<file path="config.mk">
export PLATFORM = sky130hd
export DESIGN_NAME = v_red_unit
export DESIGN_NICKNAME = d
export VERILOG_FILES = /design/src/rtl/v_pkg.sv /design/src/rtl/v_red_alu.sv /design/src/rtl/v_red_unit.sv
export SDC_FILE = /design/constraint.sdc
export NUM_CORES = 1
export LEC_CHECK = 0
export CAP_MARGIN = 20
export CELL_PAD_IN_SITES_DETAIL_PLACEMENT = 0
export CELL_PAD_IN_SITES_GLOBAL_PLACEMENT = 1
export CORE_ASPECT_RATIO = 0.6
export CORE_UTILIZATION = 44
export CTS_BUF_LIST = sky130_fd_sc_hd__clkbuf_8
export DETAILED_ROUTE_END_ITERATION = 8
export GPL_ROUTABILITY_DRIVEN = 0
export PLACE_DENSITY_LB_ADDON = 0.08
export SYNTH_ARGS = -nofsm -noshare
export SYNTH_HDL_FRONTEND = slang
export SYNTH_HIERARCHICAL = 1
export SYNTH_SLANG_ARGS = --single-unit
</file>
<file path="constraint.sdc">
create_clock -name clk -period 5.48 [get_ports clk]
set_input_delay 1.096 -clock clk [delete_from_list [all_inputs] [get_ports clk]]
set_output_delay 1.096 -clock clk [all_outputs]
set_load 0.01 [all_outputs]
</file>
<file path="src/rtl/v_pkg.sv">
// Shared vector-unit definitions: reduction opcodes from the decoder, FSM states
// and default datapath widths.
package v_pkg;

  localparam int unsigned V_VLEN = 128;
  localparam int unsigned V_ELEN = 32;

  localparam logic [2:0] VRED_VREDSUM = 3'd1;
  localparam logic [2:0] VRED_VREDMAX = 3'd2;

  typedef enum logic [1:0] {
    IDLE,
    ACCUM,
    DONE
  } v_red_state_t;

endpackage

</file>
<file path="src/rtl/v_red_alu.sv">
// Single-element reduction step: wrapping add or signed max against the accumulator.
// Kept separate so the datapath can later become a tree without touching the FSM.
module v_red_alu
  import v_pkg::*;
#(
  parameter int unsigned ELEN = V_ELEN
) (
  input  logic [2:0]      op,
  input  logic [ELEN-1:0] acc,
  input  logic [ELEN-1:0] elem,
  input  logic            active,
  output logic [ELEN-1:0] next_acc
);

  always_comb begin
    next_acc = acc;
    if (active) begin
      if (op == VRED_VREDSUM) begin
        next_acc = acc + elem;
      end else if (op == VRED_VREDMAX) begin
        if ($signed(elem) > $signed(acc)) next_acc = elem;
      end
    end
  end

endmodule

</file>
<file path="src/rtl/v_red_unit.sv">
// Sequential vector reduction (vredsum / vredmax): one element per cycle, seeded
// from vs1[0], result presented with a one-cycle registered done pulse.
module v_red_unit
  import v_pkg::*;
#(
  parameter  int unsigned VLEN     = V_VLEN,
  parameter  int unsigned ELEN     = V_ELEN,
  localparam int unsigned NUM_ELEM = VLEN / ELEN,
  localparam int unsigned VlW      = $clog2(NUM_ELEM + 1)
) (
  input  logic                clk,
  input  logic                nrst,
  input  logic                start,
  input  logic [2:0]          v_red_op,
  input  logic [VlW-1:0]      vl,
  input  logic                vm,
  input  logic [NUM_ELEM-1:0] v0_mask,
  input  logic [ELEN-1:0]     vs1_scalar,
  input  logic [VLEN-1:0]     vs2,
  output logic                busy,
  output logic                done,
  output logic [ELEN-1:0]     result
);

  localparam int unsigned IdxW = (NUM_ELEM > 1) ? $clog2(NUM_ELEM) : 1;

  v_red_state_t        state_q, state_d;
  logic [ELEN-1:0]     acc_q, acc_d;
  logic [IdxW-1:0]     idx_q, idx_d;
  logic [VlW-1:0]      vl_q, vl_d;
  logic [2:0]          op_q, op_d;
  logic                vm_q, vm_d;
  logic [NUM_ELEM-1:0] mask_q, mask_d;
  logic [VLEN-1:0]     vs2_q, vs2_d;
  logic [ELEN-1:0]     result_q, result_d;
  logic                done_q, done_d;

  logic [VlW-1:0]      vl_clamp;
  logic                op_ok;
  logic                last;
  logic [ELEN-1:0]     elem;
  logic                active;
  logic [ELEN-1:0]     next_acc;

  assign vl_clamp = (vl > VlW'(NUM_ELEM)) ? VlW'(NUM_ELEM) : vl;
  assign op_ok    = (v_red_op == VRED_VREDSUM) || (v_red_op == VRED_VREDMAX);
  // Only meaningful in ACCUM, where vl_q is known to be non-zero.
  assign last     = (VlW'(idx_q) == (vl_q - VlW'(1)));
  assign elem     = vs2_q[idx_q*ELEN +: ELEN];
  assign active   = vm_q | mask_q[idx_q];

  v_red_alu #(
    .ELEN(ELEN)
  ) u_alu (
    .op      (op_q),
    .acc     (acc_q),
    .elem    (elem),
    .active  (active),
    .next_acc(next_acc)
  );

  always_comb begin
    state_d  = state_q;
    acc_d    = acc_q;
    idx_d    = idx_q;
    vl_d     = vl_q;
    op_d     = op_q;
    vm_d     = vm_q;
    mask_d   = mask_q;
    vs2_d    = vs2_q;
    result_d = result_q;
    done_d   = 1'b0;
    unique case (state_q)
      IDLE: begin
        if (start && op_ok) begin
          op_d    = v_red_op;
          vm_d    = vm;
          mask_d  = v0_mask;
          vs2_d   = vs2;
          vl_d    = vl_clamp;
          acc_d   = vs1_scalar;
          idx_d   = '0;
          state_d = (vl_clamp == '0) ? DONE : ACCUM;
        end
      end
      ACCUM: begin
        acc_d = next_acc;
        idx_d = idx_q + 1'b1;
        if (last) state_d = DONE;
      end
      DONE: begin
        result_d = acc_q;
        done_d   = 1'b1;
        state_d  = IDLE;
      end
      default: state_d = IDLE;
    endcase
  end

  always_ff @(posedge clk or negedge nrst) begin
    if (!nrst) begin
      state_q  <= IDLE;
      acc_q    <= '0;
      idx_q    <= '0;
      vl_q     <= '0;
      op_q     <= '0;
      vm_q     <= 1'b0;
      mask_q   <= '0;
      vs2_q    <= '0;
      result_q <= '0;
      done_q   <= 1'b0;
    end else begin
      state_q  <= state_d;
      acc_q    <= acc_d;
      idx_q    <= idx_d;
      vl_q     <= vl_d;
      op_q     <= op_d;
      vm_q     <= vm_d;
      mask_q   <= mask_d;
      vs2_q    <= vs2_d;
      result_q <= result_d;
      done_q   <= done_d;
    end
  end

  assign busy   = (state_q != IDLE);
  assign done   = done_q;
  assign result = result_q;

endmodule

</file>
Clock network drawn from the DEF:
The bar under the picture is 50 µm long.
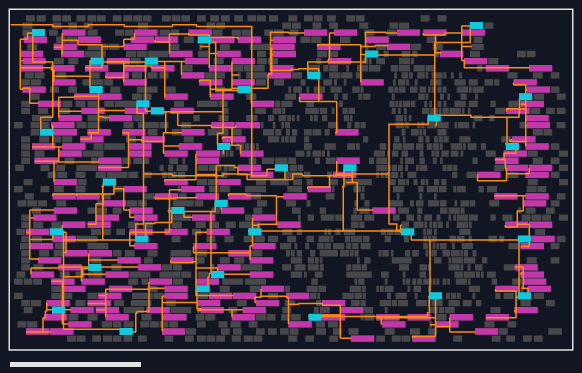
magenta -> flip-flops  # count 208
cyan -> cells driving clock nets  # count 34
orange -> clock wires  # length 3110 µm
flops lie = widely spread
routed clock nets = 35
clock power share: 0.112
worst clock skew on the final layout: 31.38 ps
power in the clock group: 1.29 mW

Clock nets:
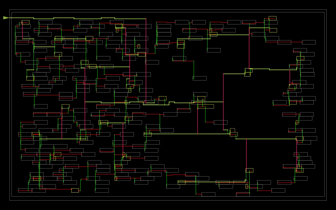
TritonCTS sink count: 208
clock latency of the later-clocked register in the worst-skew pair: 560 ps
layout sequential cell count: 208

Met4 routing:
Cells faint in the background.
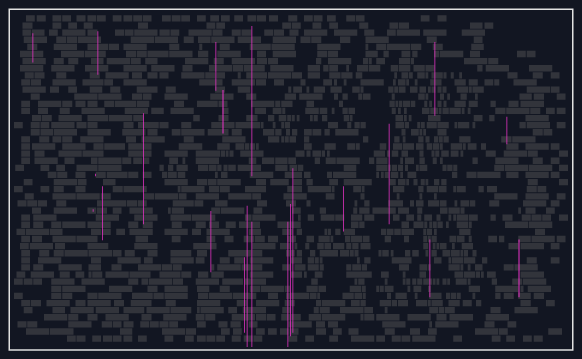
main direction = vertical
nets with wire on the layer = 15
wirelength, routed: 32070 µm
vias: 8558

Wiring heat map:
The die is cut into 21 by 13 equal tiles; dark blue is low, red is high, scaled to the fullest tile. Values are wire area over tile area, all layers added.
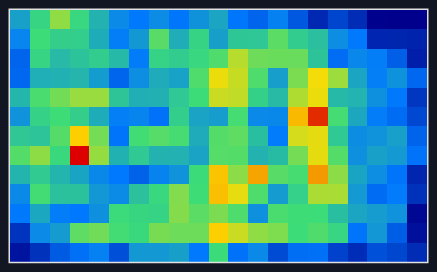
tiles over half the peak = 29%
emptiest ninth of the die = upper right
mean over tiles = 0.18
routed length per instance: 20.64 µm
overall global routing resource usage: 0.2374

Cell classes on the final placement:
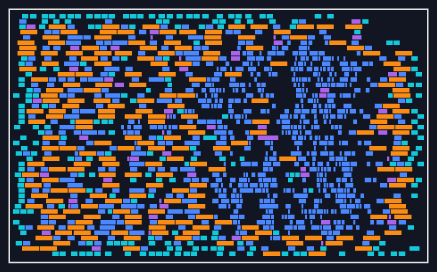
cyan -> other buffers and delay cells  # cells 221
orange -> flops  # cells 208
blue -> all other logic  # cells 708
purple -> clock drivers and dummy loads  # cells 52

[registers in the layout (all words and copies together), names as in the netlist]
register / count
mask_q: 4
op_q: 3
vm_q: 1
acc_q: 32
idx_q: 2
state_q: 2
result: 32
vl_q: 3
vs2_q: 128
done: 1
[cell families after synthesis]
logic type / count (synthesis)
AND-OR/OR-AND: 175
XOR/XNOR: 32
adder cells (fa/ha/maj): 65
buffers and inverters: 120
flip-flops: 208
multiplexers: 203
AND/OR/NAND/NOR: 172
[layer usage]
layer / GRT usage / wire length (µm) / vias up
met5: 0 / 24 / -
met4: 0.07059 / 633 / 4
met3: 0.05944 / 2019 / 48
met2: 0.3092 / 12330 / 227
met1: 0.3782 / 17060 / 4276
li1: - / - / 4003
[stage by stage]
stage | hold WS, ps | instances | power, mW | setup slack (ps) | area, µm²
final | 481.0 | 1554 | 11.48 | 948.3 | 14890
after global routing | 494.3 | 1550 | 12.39 | 601.3 | 14880
after CTS | 482.4 | 1549 | 11.49 | 919.0 | 14880
after detailed placement | 469.1 | 1497 | 10.12 | 931.1 | 14270
after global placement | 467.2 | 1497 | 10.10 | 974.3 | 14270
after floorplan | 452.4 | 975 | 8.176 | 1297 | 11960
[worst reg2reg max path, stage by stage (launching register included)]
cell and delay, ps:
dfrtp_2 830, buf_4 310, mux4_2 400, ha_1 490, nor3_2 100, a2111oi_4 460, o311a_4 270, a21oi_4 90
a221o_1 390, a311oi_1 300, xnor2_1 170, nor2_1 60, a221o_1 270, nand2b_1 140, o221a_1 160
[power by group through the flow]
stage | Clock [mW] | Sequential [mW] | Combinational, mW
after CTS | 1.34 | 2.89 | 7.26
after global placement | 0 | 2.89 | 7.20
after detailed placement | 0 | 2.91 | 7.22
after global routing | 1.40 | 3.00 | 7.99
after floorplan | 0 | 2.72 | 5.46
final | 1.29 | 2.89 | 7.30
[layout make-up]
| type | instances | area (µm²) | share of cell area |
|---|---|---|---|
| Clock inverter | 15 | 96.34 | 0.006469 |
| Timing Repair Buffer | 221 | 2195 | 0.1474 |
| Multi-Input combinational cell | 647 | 6192 | 0.4158 |
| Clock buffer | 37 | 509.2 | 0.03420 |
| Tap cell | 360 | 450.4 | 0.03025 |
| Antenna cell | 5 | 12.51 | 0.0008402 |
| Sequential cell | 208 | 5207 | 0.3497 |
| Inverter | 61 | 229.0 | 0.01538 |
[worst min path at each step]
stage,from,end,slack (ps)
2_1_floorplan,vs2_q[79]$_DFFE_PN0P_,vs2_q[79]$_DFFE_PN0P_,450
3_3_place_gp,vs2_q[115]$_DFFE_PN0P_,vs2_q[115]$_DFFE_PN0P_,470
3_5_place_dp,vs2_q[115]$_DFFE_PN0P_,vs2_q[115]$_DFFE_PN0P_,470
4_1_cts,vs2_q[115]$_DFFE_PN0P_,vs2_q[115]$_DFFE_PN0P_,480
5_1_grt,vs2_q[106]$_DFFE_PN0P_,vs2_q[106]$_DFFE_PN0P_,490
6_report,vs2_q[106]$_DFFE_PN0P_,vs2_q[106]$_DFFE_PN0P_,480
==> flow_summary.rst <==
Implementation results
======================

.. list-table::
   :header-rows: 1

   * - Metric
     - Value
   * - Worst hold path type
     - reg2reg
   * - RSZ-0062 raised after global routing
     - false
   * - Mean instance size in the synthesized netlist
     - 12.27 µm²
   * - Max-slew headroom at the worst pin
     - 0.3293
   * - EDFF count, synth
     - 0
   * - Pin count of the biggest net entering global routing
     - 137
   * - IO Port Bufs
     - between 200 and 250
   * - CTS clk-pin slew, worst paths
     - ~70 ps
   * - Summed negative setup slack over all endpoints
     - 0 ps
   * - TritonCTS Buffers
     - 34
   * - Height of the chip
     - roughly 130 µm
   * - IR drop worst, VDD
     - 0.0003865 V
   * - Nature of the critical path endpoint
     - flip-flop
   * - Most frequently used cell type in the post-synthesis netlist
     - dfrtp_1
   * - Net Sw Frac
     - 0.4313
   * - Final Max Tran Viols
     - 0
   * - Fin. Hold Viols
     - 0
   * - R2r startpoint
     - idx_q[1]$_DFFE_PN0P_
   * - Number of library cell types mapped by synthesis
     - approximately 74
   * - Yosys stat area
     - 11960 µm²
   * - Register area share after synthesis
     - 0.4352
   * - AO/OA Area Share
     - 0.1218
   * - End point of the critical path
     - acc_q[28]$_DFFE_PN0P_
   * - Mux cell area share after synthesis
     - 0.2219
   * - Run status
     - finished, final reports clean
   * - Sequential group share of total power
     - 0.252
   * - Synthesized area
     - 11960 µm²
   * - Cell at the root of the clock tree
     - clkbuf_8
   * - DIE WIDTH
     - between 200 and 250 µm
   * - # Max-Cap Violations
     - 0
   * - Starting density of the core
     - 0.4507
   * - Post-synth top area cell
     - dfrtp_1
   * - Synthesized netlist net count
     - 1214
Power and IR drop assume default switching activity.
